metal_stack.png
Scale: 2 px per um. Two of the layers only.
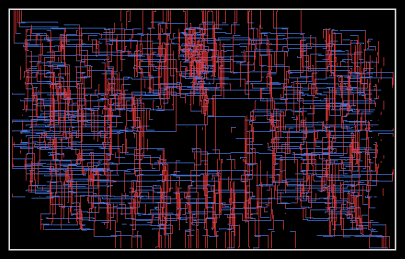
final_placement.png
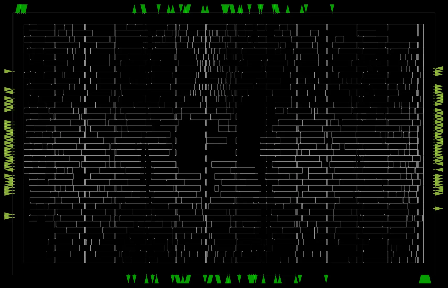
registers.png
Scale: 4 px per um.
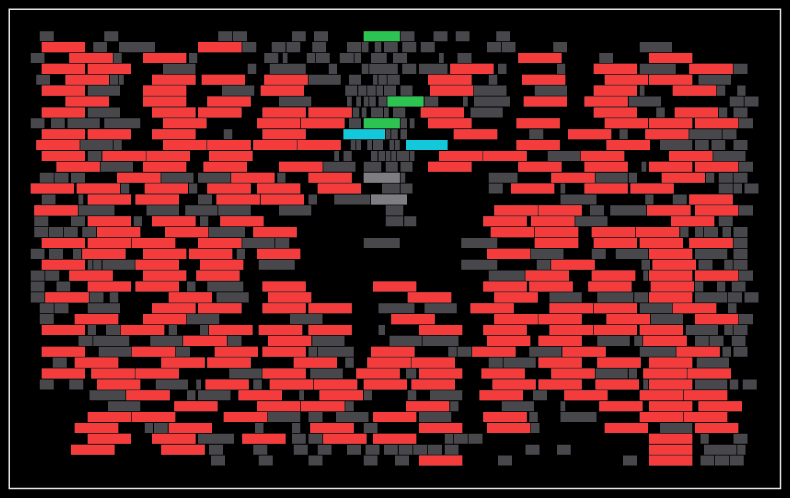
met3.png
Scale: 2 px per um.
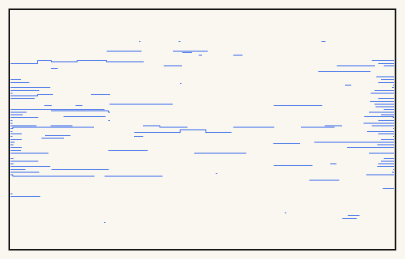
--- src/rtl/mac_operand_fifo.sv ---
// mac_operand_fifo
//   Operand staging queue placed in front of the MAC datapath. Each entry holds
//   one {second_operand, first_operand} pair and an accumulator-clear tag. The
//   oldest entry is presented in first-word-fall-through order. The queue lets
//   operand fetch keep running while the MAC is stalled.
//
// Parameters
//   OP_W   width of each operand (mor_out is 2*OP_W wide)
//   DEPTH  number of queue entries; must be a power of two, >= 2
//
// Ports
//   clock           rising-edge clock
//   reset           asynchronous, active-high; empties the queue
//   flush           synchronous discard of all entries
//   in_valid        producer offers an operand pair
//   in_ready        queue can accept a pair (not full)
//   first_operand   low half of the pushed pair
//   second_operand  high half of the pushed pair
//   in_acc_clr      pushed pair starts a new accumulation
//   out_valid       head entry is available (not empty)
//   out_ready       MAC consumes the head entry this cycle
//   mor_out         head pair {second_operand, first_operand}; 0 when empty
//   out_acc_clr     tag of the head entry; 0 when empty
//   count           number of occupied entries, 0..DEPTH
module mac_operand_fifo #(
  parameter int OP_W  = 32,
  parameter int DEPTH = 4
) (
  input  logic                       clock,
  input  logic                       reset,
  input  logic                       flush,
  input  logic                       in_valid,
  output logic                       in_ready,
  input  logic [OP_W-1:0]            first_operand,
  input  logic [OP_W-1:0]            second_operand,
  input  logic                       in_acc_clr,
  output logic                       out_valid,
  input  logic                       out_ready,
  output logic [2*OP_W-1:0]          mor_out,
  output logic                       out_acc_clr,
  output logic [$clog2(DEPTH+1)-1:0] count
);

  localparam int PTR_W   = $clog2(DEPTH);
  localparam int CNT_W   = $clog2(DEPTH+1);
  localparam int ENTRY_W = 2*OP_W + 1;

  logic [ENTRY_W-1:0] mem [DEPTH];
  logic [PTR_W-1:0]   wr_ptr;
  logic [PTR_W-1:0]   rd_ptr;
  logic [ENTRY_W-1:0] head;
  logic               push;
  logic               pop;

  // Both handshake flags come from registered count only, so there is no
  // combinational path from out_ready to in_ready.
  assign in_ready  = (count != CNT_W'(DEPTH));
  assign out_valid = (count != '0);
  assign push      = in_valid & in_ready;
  assign pop       = out_valid & out_ready;

  // Head is masked to zero while empty so stale storage never leaks out.
  assign head        = mem[rd_ptr];
  assign mor_out     = out_valid ? head[2*OP_W-1:0] : '0;
  assign out_acc_clr = out_valid & head[2*OP_W];

  // Pointers wrap naturally because DEPTH is a power of two.
  always_ff @(posedge clock or posedge reset) begin
    if (reset) begin
      wr_ptr <= '0;
      rd_ptr <= '0;
      count  <= '0;
    end else if (flush) begin
      wr_ptr <= '0;
      rd_ptr <= '0;
      count  <= '0;
    end else begin
      if (push) wr_ptr <= wr_ptr + PTR_W'(1);
      if (pop)  rd_ptr <= rd_ptr + PTR_W'(1);
      case ({push, pop})
        2'b10:   count <= count + CNT_W'(1);
        2'b01:   count <= count - CNT_W'(1);
        default: count <= count;
      endcase
    end
  end

  // Storage is deliberately not reset; the empty mask on the outputs covers it.
  always_ff @(posedge clock) begin
    if (push && !flush) begin
      mem[wr_ptr] <= {in_acc_clr, second_operand, first_operand};
    end
  end

endmodule
--- config.mk ---
export PLATFORM = sky130hd
export DESIGN_NAME = mac_operand_fifo
export DESIGN_NICKNAME = d
export VERILOG_FILES = /design/src/rtl/mac_operand_fifo.sv
export SDC_FILE = /design/constraint.sdc
export NUM_CORES = 1
export LEC_CHECK = 0
export CAP_MARGIN = 20
export CORE_ASPECT_RATIO = 0.6
export CORE_MARGIN = 5
export CORE_UTILIZATION = 52
export DETAILED_ROUTE_END_ITERATION = 8
export HOLD_SLACK_MARGIN = 0.03
export PLACE_DENSITY = 0.82
export SYNTH_ARGS = -nofsm -noshare
export SYNTH_HDL_FRONTEND = slang
export SYNTH_SLANG_ARGS = --single-unit
--- constraint.sdc ---
create_clock -name clock -period 4.7 [get_ports clock]
set_input_delay 0.47 -clock clock [delete_from_list [all_inputs] [get_ports clock]]
set_output_delay 0.47 -clock clock [all_outputs]
set_load 0.02 [all_outputs]
==> job_summary.md <==
### Flow metrics

| Metric | Value |
|---|---|
| Arrival time worst endpoint | `3.13 ns` |
| Cell-internal power | `4278 uW` |
| Cts bufs inserted | `24` |
| Non-clock buffer share | `11.29%` |
| Min cycle time layout | `3.598 ns` |
| Layer carrying the most global-route usage | `met2` |
| Worst reg2reg path endpoint | `count[2]` |
| Total cells reported by yosys after synthesis | `476` |
| Met3 routed wirelength | `1.322 mm` |
| Cell type with the largest total area | `sky130_fd_sc_hd__edfxtp_1` |
| Resize count post-CTS | `0` |
| Detailed Place HPWL | `11.10 mm` |
| Final hold slack | `0.2089 ns` |
| Comb area leader | `multiplexers` |
| Clock slew at the register clock pins of the worst setup and hold paths | `0.06 ns` |
| Tally of nets with antenna violations remaining after routing | `0` |
| Sequential cell count of the final layout | `267` |
| Yosys chip area | `10,380 um^2` |
| Leading post-synthesis cells by instance count | `sky130_fd_sc_hd__edfxtp_1 (260), sky130_fd_sc_hd__and2_1 (69), sky130_fd_sc_hd__mux4_2 (65)` |
| Register with the most flip-flops | `mem` |
| Combinational share of cell area | `17.47%` |
| Number of flip-flops in the largest register | `260` |
| Worst setup timing slack at the placement stage | `1.551 ns` |
| Register share after synthesis | `76.90%` |
| Most instantiated library cell after synthesis | `sky130_fd_sc_hd__edfxtp_1` |
| Inverter count | `3` |
| Overall die width | `192.4 um` |
| Total power after layout | `5687 uW` |
| Clk network pwr share | `31.0%` |
| Largest registers | `mem x260, count x3` |
| Antenna violations before repair | `2` |
| Cell type group with the largest total delay on the critical path | `flip-flops` |
| Xor-xnor portion of the synthesized cell area | `0.3375%` |
| Clk_buf instances | `35` |
| Multiplexer area fraction after synthesis | `14.21%` |
| Crit Path Class | `reg -> out` |
| GP Congestion | `0.7216` |
| Min setup slack post-route | `1.102 ns` |
| Gate count after technology mapping | `476` |
| Final-layout setup total negative slack | `0 ns` |
| Register share of total power | `49.3%` |
| Tightest slew margin relative to the limit | `32.95%` |
| Detailed-routing iteration count for the pre-antenna-repair pass | `4` |
| Worst setup EP type | `output pin` |
| Count of pins over their slew limit | `0` |
| Layout-stage area growth over the synthesis result | `22.14%` |
| Top layer used by detailed routing | `met5` |
| Met1 demand-to-capacity share in global routing | `24.09%` |
| Status | `finished, final reports clean` |
| Power density cells | `448.5 nW/um^2` |
| Flops after synth | `267` |
| Simple logic cell fraction of the synthesized area | `5.484%` |
| Logic Gate Count | `181` |
| Power dissipated in combinational cells | `1120 uW` |
| MaxCap Viol Count | `0` |
| Measured slew at the worst slew-check pin | `1.006 ns` |
| Highest attainable clock frequency | `277.9 MHz` |
| Ys async rst share | `2.622%` |
| Total area of multi-input combinational cells | `2215 um^2` |
| Library cell contributing the largest single delay on the critical path | `sky130_fd_sc_hd__dfrtp_4` |
| Mapped Avg Cell Area | `21.81 um^2` |
Notes on metal_stack.png above:
[red] met2 | wire length: 9,310 um
[blue] met1 | wire length: 8,310 um
routed wire length: 19.26 mm
count of vias placed by the detailed router: 4,907
DR WL/cell: 21.26 um

Notes on final_placement.png above:
number of cell rows: 40
final core utilization: 63.98%
Filler Cell Count: 1,368
placeable core area: 19,820 um^2

Notes on registers.png above:
[cyan] `rd_ptr` | flops: 2
[green] `count` | flops: 3
[red] `mem` | flops: 260 | where: spread over the die
not coloured: 2
power drawn by the sequential cells: 2800 uW
sequential portion of the cell area: 63.02%
Seq. cell area: 7990 um^2

Notes on met3.png above:
main direction: horizontal
share of all routed wire: 6.9%
met3 GRT Util: 4.423%

Power figures rest on the tool's default switching activity, not on a simulated workload.
